`src/rtl/pipe_stage_reg.sv`:
```
// ---------------------------------------------------------------------------
// pipe_stage_reg
//   Elastic pipeline register that sits between two CPU pipeline stages.
//   The upstream side hands over entries with ValidD/ReadyD and the
//   downstream side takes them with ValidE/ReadyE. Entries leave in the
//   order they arrived. The control payload reads as zero whenever the
//   stage is empty, so a bubble can never trigger a write further down.
//
//   SKID=1 : two entries (main + skid). ReadyD comes straight from a flop,
//            so there is no path from ReadyE to ReadyD.
//   SKID=0 : one entry. ReadyD = ~ValidE | ReadyE (combinational).
//
// Ports
//   CLK        clock, all state changes on the rising edge
//   CLR        synchronous active-high reset; wins over FLUSH and transfers
//   FLUSH      synchronous kill of every held entry; wins over transfers
//   ValidD     upstream entry valid
//   ReadyD     stage accepts an entry this cycle
//   CtrlD      upstream control payload  [CTRL_W]
//   DataD      upstream data payload     [DATA_W]
//   ValidE     downstream entry valid
//   ReadyE     downstream takes the entry this cycle (0 = stall)
//   CtrlE      control payload, all zeros while ValidE=0
//   DataE      data payload, keeps its last value while ValidE=0
//   Occupancy  number of held entries (0..2)
//   StallCnt   saturating count of cycles with ValidE=1 and ReadyE=0
// ---------------------------------------------------------------------------
module pipe_stage_reg #(
    parameter int DATA_W = 32,
    parameter int CTRL_W = 16,
    parameter int SKID   = 1,
    parameter int CNT_W  = 16
) (
    input  logic              CLK,
    input  logic              CLR,
    input  logic              FLUSH,
    input  logic              ValidD,
    output logic              ReadyD,
    input  logic [CTRL_W-1:0] CtrlD,
    input  logic [DATA_W-1:0] DataD,
    output logic              ValidE,
    input  logic              ReadyE,
    output logic [CTRL_W-1:0] CtrlE,
    output logic [DATA_W-1:0] DataE,
    output logic [1:0]        Occupancy,
    output logic [CNT_W-1:0]  StallCnt
);

    typedef enum logic [1:0] {
        ST_EMPTY = 2'd0,
        ST_ONE   = 2'd1,
        ST_TWO   = 2'd2
    } state_t;

    // Main (output) register, shared by both modes.
    logic              valid_reg;
    logic [CTRL_W-1:0] ctrl_reg;
    logic [DATA_W-1:0] data_reg;
    logic [CNT_W-1:0]  stall_cnt_reg;
    logic              take_out;

    assign take_out = valid_reg & ReadyE;

    assign ValidE   = valid_reg;
    assign CtrlE    = ctrl_reg;
    assign DataE    = data_reg;
    assign StallCnt = stall_cnt_reg;

    // Stall counter: only CLR clears it; a flush leaves it untouched.
    always_ff @(posedge CLK) begin
        if (CLR) begin
            stall_cnt_reg <= '0;
        end else if (valid_reg && !ReadyE && !(&stall_cnt_reg)) begin
            stall_cnt_reg <= stall_cnt_reg + 1'b1;
        end
    end

    generate
        if (SKID != 0) begin : g_skid
            state_t            state_reg;
            logic              ready_reg;
            logic [CTRL_W-1:0] skid_ctrl_reg;
            logic [DATA_W-1:0] skid_data_reg;
            logic              take_in;

            assign take_in   = ValidD & ready_reg;
            assign ReadyD    = ready_reg;
            assign Occupancy = state_reg;

            // ready_reg is kept equal to (state != TWO) for the next state,
            // which keeps ReadyE out of the ReadyD cone.
            always_ff @(posedge CLK) begin
                if (CLR) begin
                    state_reg     <= ST_EMPTY;
                    ready_reg     <= 1'b1;
                    valid_reg     <= 1'b0;
                    ctrl_reg      <= '0;
                    data_reg      <= '0;
                    skid_ctrl_reg <= '0;
                    skid_data_reg <= '0;
                end else if (FLUSH) begin
                    // Anything accepted or leaving on this edge is simply dropped.
                    state_reg     <= ST_EMPTY;
                    ready_reg     <= 1'b1;
                    valid_reg     <= 1'b0;
                    ctrl_reg      <= '0;
                    skid_ctrl_reg <= '0;
                end else begin
                    case (state_reg)
                        ST_EMPTY: begin
                            if (take_in) begin
                                state_reg <= ST_ONE;
                                valid_reg <= 1'b1;
                                ctrl_reg  <= CtrlD;
                                data_reg  <= DataD;
                            end
                        end
                        ST_ONE: begin
                            if (take_in && take_out) begin
                                ctrl_reg <= CtrlD;
                                data_reg <= DataD;
                            end else if (take_in) begin
                                state_reg     <= ST_TWO;
                                ready_reg     <= 1'b0;
                                skid_ctrl_reg <= CtrlD;
                                skid_data_reg <= DataD;
                            end else if (take_out) begin
                                state_reg <= ST_EMPTY;
                                valid_reg <= 1'b0;
                                ctrl_reg  <= '0;
                            end
                        end
                        ST_TWO: begin
                            if (take_out) begin
                                state_reg     <= ST_ONE;
                                ready_reg     <= 1'b1;
                                ctrl_reg      <= skid_ctrl_reg;
                                data_reg      <= skid_data_reg;
                                skid_ctrl_reg <= '0;
                            end
                        end
                        default: begin
                            state_reg <= ST_EMPTY;
                            ready_reg <= 1'b1;
                            valid_reg <= 1'b0;
                            ctrl_reg  <= '0;
                        end
                    endcase
                end
            end
        end else begin : g_noskid
            logic ready_comb;

            assign ready_comb = ~valid_reg | ReadyE;
            assign ReadyD     = ready_comb;
            assign Occupancy  = {1'b0, valid_reg};

            // Loads on every ReadyD cycle; a bubble clears the control
            // payload but leaves the data payload where it was.
            always_ff @(posedge CLK) begin
                if (CLR) begin
                    valid_reg <= 1'b0;
                    ctrl_reg  <= '0;
                    data_reg  <= '0;
                end else if (FLUSH) begin
                    valid_reg <= 1'b0;
                    ctrl_reg  <= '0;
                end else if (ready_comb) begin
                    valid_reg <= ValidD;
                    ctrl_reg  <= ValidD ? CtrlD : '0;
                    if (ValidD) begin
                        data_reg <= DataD;
                    end
                end
            end
        end
    endgenerate

endmodule
```
`config.mk`:
```
export PLATFORM = sky130hd
export DESIGN_NAME = pipe_stage_reg
export DESIGN_NICKNAME = d
export VERILOG_FILES = /design/src/rtl/pipe_stage_reg.sv
export SDC_FILE = /design/constraint.sdc
export NUM_CORES = 1
export LEC_CHECK = 0
export ABC_AREA = 1
export CAP_MARGIN = 20
export CORE_MARGIN = 2
export CORE_UTILIZATION = 50
export DETAILED_ROUTE_END_ITERATION = 16
export HOLD_SLACK_MARGIN = 0.03
export PLACE_DENSITY_LB_ADDON = 0.05
export SLEW_MARGIN = 25
export SYNTH_ARGS = -nofsm -noshare
export SYNTH_HDL_FRONTEND = slang
export SYNTH_SLANG_ARGS = --single-unit
```
`constraint.sdc`:
```
create_clock -name CLK -period 2 [get_ports CLK]
set_clock_uncertainty 0.15 [all_clocks]
set_input_delay 0.6 -clock CLK [delete_from_list [all_inputs] [get_ports CLK]]
set_output_delay 0.6 -clock CLK [all_outputs]
set_load 0.03 [all_outputs]
```
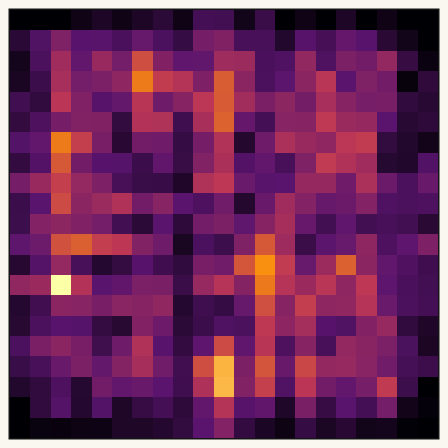
Figure 1: run 1, routed metal per tile.
21 x 21 tiles, from black (low) to pale yellow (high), scaled to the fullest tile. Values are wire area over tile area, all layers added.
fullest tile: 0.68
nearly empty tiles: 3.4%
tiles over half the peak: 8.2%
final WL: 13.2 mm
vias post-DR: 5207
drt wl/cell: 13.0 um
Total GRT Usage: 24.0%

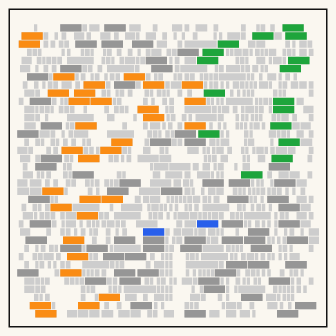
Figure 2: run 1, sequential cells grouped by signal name.
Other sequential cells in the stronger gray, the rest of the logic in the fainter gray.
[orange] g_skid.skid_data_reg | placed flops: 32
[blue] Occupancy | placed flops: 2
[green] StallCnt | placed flops: 16
FF/Latch Area: 2320 sq um
Seq/total area: 33.0%
Sequential Power: 2.44 mW
fin util: 71.3%

==> out/qor.yml, run 1 <==
cts.hold.buffers_added: 0
cp.required_ps: 1250
diodes: 0
clk_latency_ps: 520
p_per_area_nw_per_um2: 879
crit_fanout: 2
crit_path_cell_trace: "clkdlybuf4s15_1"
simple_gate_share_pct: 26.9
syn2layout_area_growth_pct: 37.2
power_leader: "the clock network"
clk_path_buf_depth: 2
r2r-end: "g_skid.skid_ctrl_reg[12]$_SDFFE_PP0P_"
p_int_mw: 4.65
io_pins: 121
ys_cells: 732
place.gp.congestion: 0.842
combGateArea_sq_um: 2360
syn_avg_cell_area_sq_um: 7.00
ys_chip_area_sq_um: 5120
ys_top_logic_family: "simple AND/OR/NAND/NOR gates"
grt_pass1_vias: 4885
ys_sh_xor_pct: 1.03
ctsHtreeMaxLevel: 4
synth.cellmix.compoundShare_pct: 17.6
combPwrFrac_pct: 12.3
fp.dieW_um: 105
fp.dieH_um: 105
drt_first_pass_iters: 4
swShare_pct: 24.8
nets: 926
maxSlewViolCount: 0
clock-root-buffer: "clkbuf_8"
mux_share_pct: 0
drcViolationCount: 0
rsz0062_at_grt: "false"
fin_crit_ps: 1950
fin_ws_ps: 46.0
lay_top_cells: "nand2_1 (208), dfxtp_1 (116), a21oi_1 (79)"
max-slew-margin-rel_pct: 62.8
tritoncts: "built"
final_cell_area_sq_um: 7030
status: "finished, final reports clean"
drv_cap: 0
port_buffers: 120
dp_slack_ps: -442
adder_share_pct: 0.244
postRouteAntennaNets: 0
postCtsSetupBuffers: 0
hold_end: "g_skid.skid_data_reg[23]$_SDFFE_PP0P_"
min_path_type: "reg2reg"
p_seq_share_pct: 39.6
timing.fmax_mhz: 512
setup_violations: 0
grt_max_degree: 65
yosysWarnings: 0
crit_cells: 1
final.period_utilization_pct: 97.7
fp_util_pct: 51.9
num_rows: 36
seq_area_frac_synth_pct: 45.3
rrSetupSlack_ps: 200
syn_area_sq_um: 5120
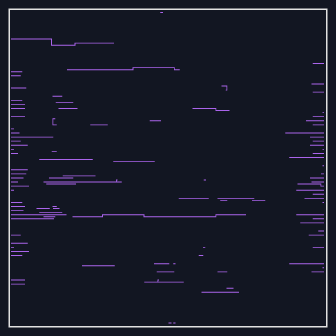
Figure 3: run 1, met3 routing.
main direction: horizontal
share of all routed wire: 5.0%
wire length on this layer: 662 um
met3 usage: 7.05%

## run 1: area by class of cell
class | instances | area share (%)
multi-input cells | 520 | 33.6
well taps | 133 | 2.37
flip-flops and latches | 116 | 33.0
clock inverters | 10 | 1.85
inverters | 55 | 2.97
repair buffers | 162 | 19.7
clock buffers | 22 | 6.44
## run 1: metal layers
layer,up-vias,GRT usage [%],wire (um)
li1,2661,-,-
met4,0,9.43,252
met1,2387,28.8,5850
met5,-,0,0
met3,21,7.05,661
met2,138,40.6,6480
## run 1: synth_stat cells, drive strengths merged
master / instances
a21oi: 79
nor3: 35
clkinv: 1
nor2: 65
o21ai: 99
ha: 1
buf: 25
nand2: 216
clkbuf: 16
nor3b: 1
o211ai: 1
inv: 54
nand3: 11
dfxtp: 116
nand4: 6
xor2: 4
xnor2: 2
==> run 2: changes to the inputs <==
--- a/config.mk
+++ b/config.mk
@@ -8,7 +8,7 @@
 export ABC_AREA = 1
 export CAP_MARGIN = 20
 export CORE_MARGIN = 2
-export CORE_UTILIZATION = 50
+export CORE_UTILIZATION = 45
 export DETAILED_ROUTE_END_ITERATION = 16
 export HOLD_SLACK_MARGIN = 0.03
 export PLACE_DENSITY_LB_ADDON = 0.05
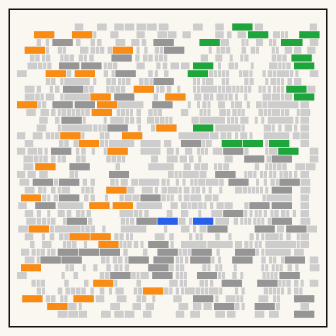
Figure 4: run 2, sequential cells grouped by signal name.
Other sequential cells in the stronger gray, the rest of the logic in the fainter gray.
[green] StallCnt | placed flops: 16 | where: top right
[blue] Occupancy | placed flops: 2
[orange] g_skid.skid_data_reg | placed flops: 32
not colored: 66

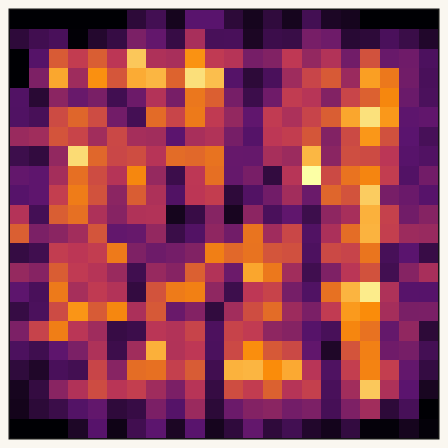
Figure 5: run 2, routed metal per tile.
22 x 22 tiles, from black (low) to pale yellow (high), scaled to the fullest tile. Values are wire area over tile area, all layers added.
mean over tiles: 0.17
tiles over half the peak: 32%
nearly empty tiles: 4.1%
fullest tile: 0.44

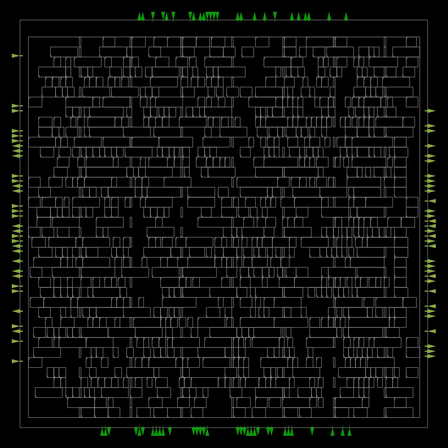
Figure 6: run 2, cell outlines without signal wires.
Fillers: 972
FP Rows: 38
final cell count without fillers: 1028
CORE AREA: 11000 sq um

==> run 2 against run 1 <==
  * Sequential share of layout area fell by 0.88 points
  * Wire length rose by 0.53%
  * Die size rose by 11%
  * Clock power rose by 8.7%
  * Clock-buffer cell count did not move
  * Sequential power barely moved
  * Critical path depth did not move
  * Worst setup slack improved by 4.5 ps
  * Critical endpoint is now Occupancy[1]
  * Largest cell class unchanged
==> out/qor.yml, run 2 <==
syn_area_sq_um: 5120
simple_gate_share_pct: 26.9
n_all_inverters: 55
io_pins: 121
multi_input_comb_cells: 520
wl_per_cell_um: 13.0
crit_path_cell_trace: "dlygate4sd2_1"
ff_count: 116
async_reset_ff_share_pct: 0
use_met3_pct: 5.25
grt.busiest_layer: "met2"
yosysWarnings: 0
synthTopCellsByCount: "nand2_1 (209), dfxtp_1 (116), a21oi_1 (79)"
postRouteAntennaNets: 0
dp_slack_ps: -362
min_path_type: "reg2reg"
regArea_sq_um: 2320
rrSetupSlack_ps: 170
diodes: 0
port_buffers: 120
crit_cells: 1
largest_class: "combinational gates"
fp.dieH_um: 111
top_cell: "nand2_1"
syn_avg_cell_area_sq_um: 7.00
status: "finished, final reports clean"
rsz0062_at_grt: "true"
seq_area_frac_synth_pct: 45.3
grt_max_degree: 65
combGateArea_sq_um: 2380
drt_first_pass_iters: 4
timing.fmax_mhz: 513
final_cell_area_sq_um: 7220
drv_cap: 0
crit_fanout: 3
adder_share_pct: 0.244
ys_chip_area_sq_um: 5120
tritoncts: "built"
nets: 931
clk_path_buf_depth: 2
ys_top_logic_family: "simple AND/OR/NAND/NOR gates"
finish.utilization_pct: 65.8
max-slew-margin-rel_pct: 62.3
clk_latency_ps: 400
buffer_area_share_pct: 20.9
place.gp.congestion: 0.803
comb_share_pct: 32.9
[run 2: netlist changes by cell type in the layout (fill, tap and decap cells not counted), sizes merged]
cell | previous run | this run
buf | 48 | 47
bufinv | 3 | 4
dlygate4sd2 | 0 | 66
clkinv | 7 | 4
clkbuf | 66 | 23
clkdlybuf4s15 | 18 | 1
[run 2: power breakdown]
group          leakage (nW)  switching, mW  total (mW)  internal (mW)
Sequential            0.944         0.0433        2.44           2.40
Clock                 0.304           1.04        3.24           2.20
Combinational          1.92          0.457       0.757          0.300
Total                  3.16           1.54        6.44           4.90
[run 2: repair_timing]
item	4_1_cts	5_1_grt
endpoints found under the setup margin	73	45
cloned	0	0
hold buffers	0	0
resized	70	14
pin swaps	0	1
==> run 3: changes to the inputs <==
--- a/config.mk
+++ b/config.mk
@@ -7,6 +7,7 @@
 export LEC_CHECK = 0
 export ABC_AREA = 1
 export CAP_MARGIN = 20
+export CORE_ASPECT_RATIO = 0.9
 export CORE_MARGIN = 2
 export CORE_UTILIZATION = 45
 export DETAILED_ROUTE_END_ITERATION = 16
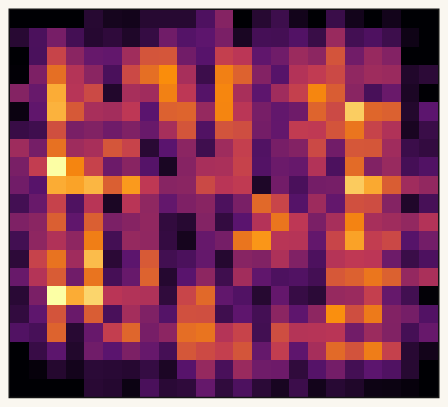
Figure 7: run 3, routed metal per tile.
23 x 21 tiles, from black (low) to pale yellow (high), scaled to the fullest tile. Values are wire area over tile area, all layers added.
fullest tile: 0.50
mean over tiles: 0.18
densest ninth of the die: left middle
tiles over half the peak: 25%
nearly empty tiles: 5.4%
final WL: 13.3 mm
vias post-DR: 5203
Total GRT Usage: 22.6%
drt wl/cell: 12.8 um

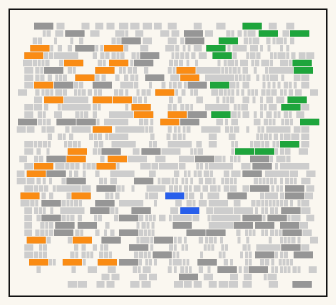
Figure 8: run 3, sequential cells grouped by signal name.
Other sequential cells in the stronger gray, the rest of the logic in the fainter gray.
[blue] Occupancy | placed flops: 2
[orange] g_skid.skid_data_reg | placed flops: 32
[green] StallCnt | placed flops: 16
not colored: 66
Seq/total area: 31.7%
fin util: 67.0%

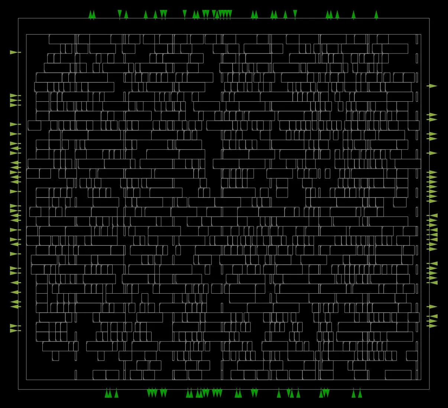
Figure 9: run 3, cell outlines without signal wires.
CORE AREA: 10900 sq um
final cell count without fillers: 1039
FP Rows: 36
Fillers: 954
flop count: 116

==> run 3 against run 2 <==
  * Flip-flop count did not move
  * Critical path depth did not move
  * Critical path type unchanged
  * Die size barely moved
  * Highest routed layer unchanged
  * Fmax is 0.28% lower
  * Worst hold slack improved by 2.8 ps
  * Worst setup slack got worse by 5.5 ps
  * Synthesized area is the same
==> out/qor.yml, run 3 <==
ff_type: "dfxtp_1"
fp.dieH_um: 105
fp.dieW_um: 116
drt_first_pass_iters: 5
p_seq_share_pct: 37.1
clk_latency_ps: 410
edf_count: 0
ys_cells: 732
syn2layout_area_growth_pct: 43.2
tritoncts: "built"
final_cell_area_sq_um: 7340
syn_avg_cell_area_sq_um: 7.00
clkCellAreaFrac_pct: 8.99
clkPwrFrac_pct: 51.1
diodes: 0
max-slew-margin-rel_pct: 71.2
power.switching_mw: 1.59
final.period_utilization_pct: 97.7
async_reset_ff_share_pct: 0
comb_share_pct: 32.2
seq_area_frac_synth_pct: 45.3
grt_max_degree: 70
multi_input_comb_cells: 520
crit_fanout: 3
fp_util_pct: 46.8
wl_met3_um: 798
fin_crit_ps: 1950
fin_ws_ps: 45.0
crit_path_cell_trace: "dlygate4sd2_1"
nets: 928
maxSlewViolCount: 0
rrSetupSlack_ps: 190
hold_end: "g_skid.skid_data_reg[30]$_SDFFE_PP0P_"
postRouteAntennaNets: 0
wl_met1_mm: 5.83
drcViolationCount: 0
ctsHtreeMaxLevel: 4
status: "finished, final reports clean"
n_all_inverters: 55
synthTopCellsByCount: "nand2_1 (209), dfxtp_1 (116), a21oi_1 (79)"
drv_cap: 0
port_buffers: 120
combPwrFrac_pct: 11.8
ys_chip_area_sq_um: 5120
top_cell: "nand2_1"
clock-root-buffer: "clkbuf_16"
cts.hold.buffers_added: 0
crit_cells: 1
clk_path_buf_depth: 2
swShare_pct: 24.1
combGateArea_sq_um: 2360
yosysWarnings: 0
==> run 3: cell counts after synthesis <==
No cell type changed its count.
==> run 3: cells by family after synthesis <==
family,Yosys count,share of synthesized area [%]
compound gates,179,17.6
flops,116,45.3
fa+ha+maj,1,0.244
buf+inv,96,8.84
xor+xnor,6,1.03
simple gates,334,26.9
==> run 3: per-layer routing <==
layer	GRT usage, %	vias up
li1	-	2658
met1	27.4	2387
met2	38.3	136
met3	5.75	22
met4	8.16	0
met5	0	-
==> run 3: power by group through the flow <==
stage / clock network (mW) / logic, mW / registers [mW]
finish: 3.36 / 0.775 / 2.44
global route: 3.51 / 0.850 / 2.45
CTS: 3.40 / 0.769 / 2.44
detailed placement: 0 / 0.810 / 2.49
global placement: 0 / 0.793 / 2.49
floorplan: 0 / 0.310 / 2.62
Power and IR drop assume default switching activity.
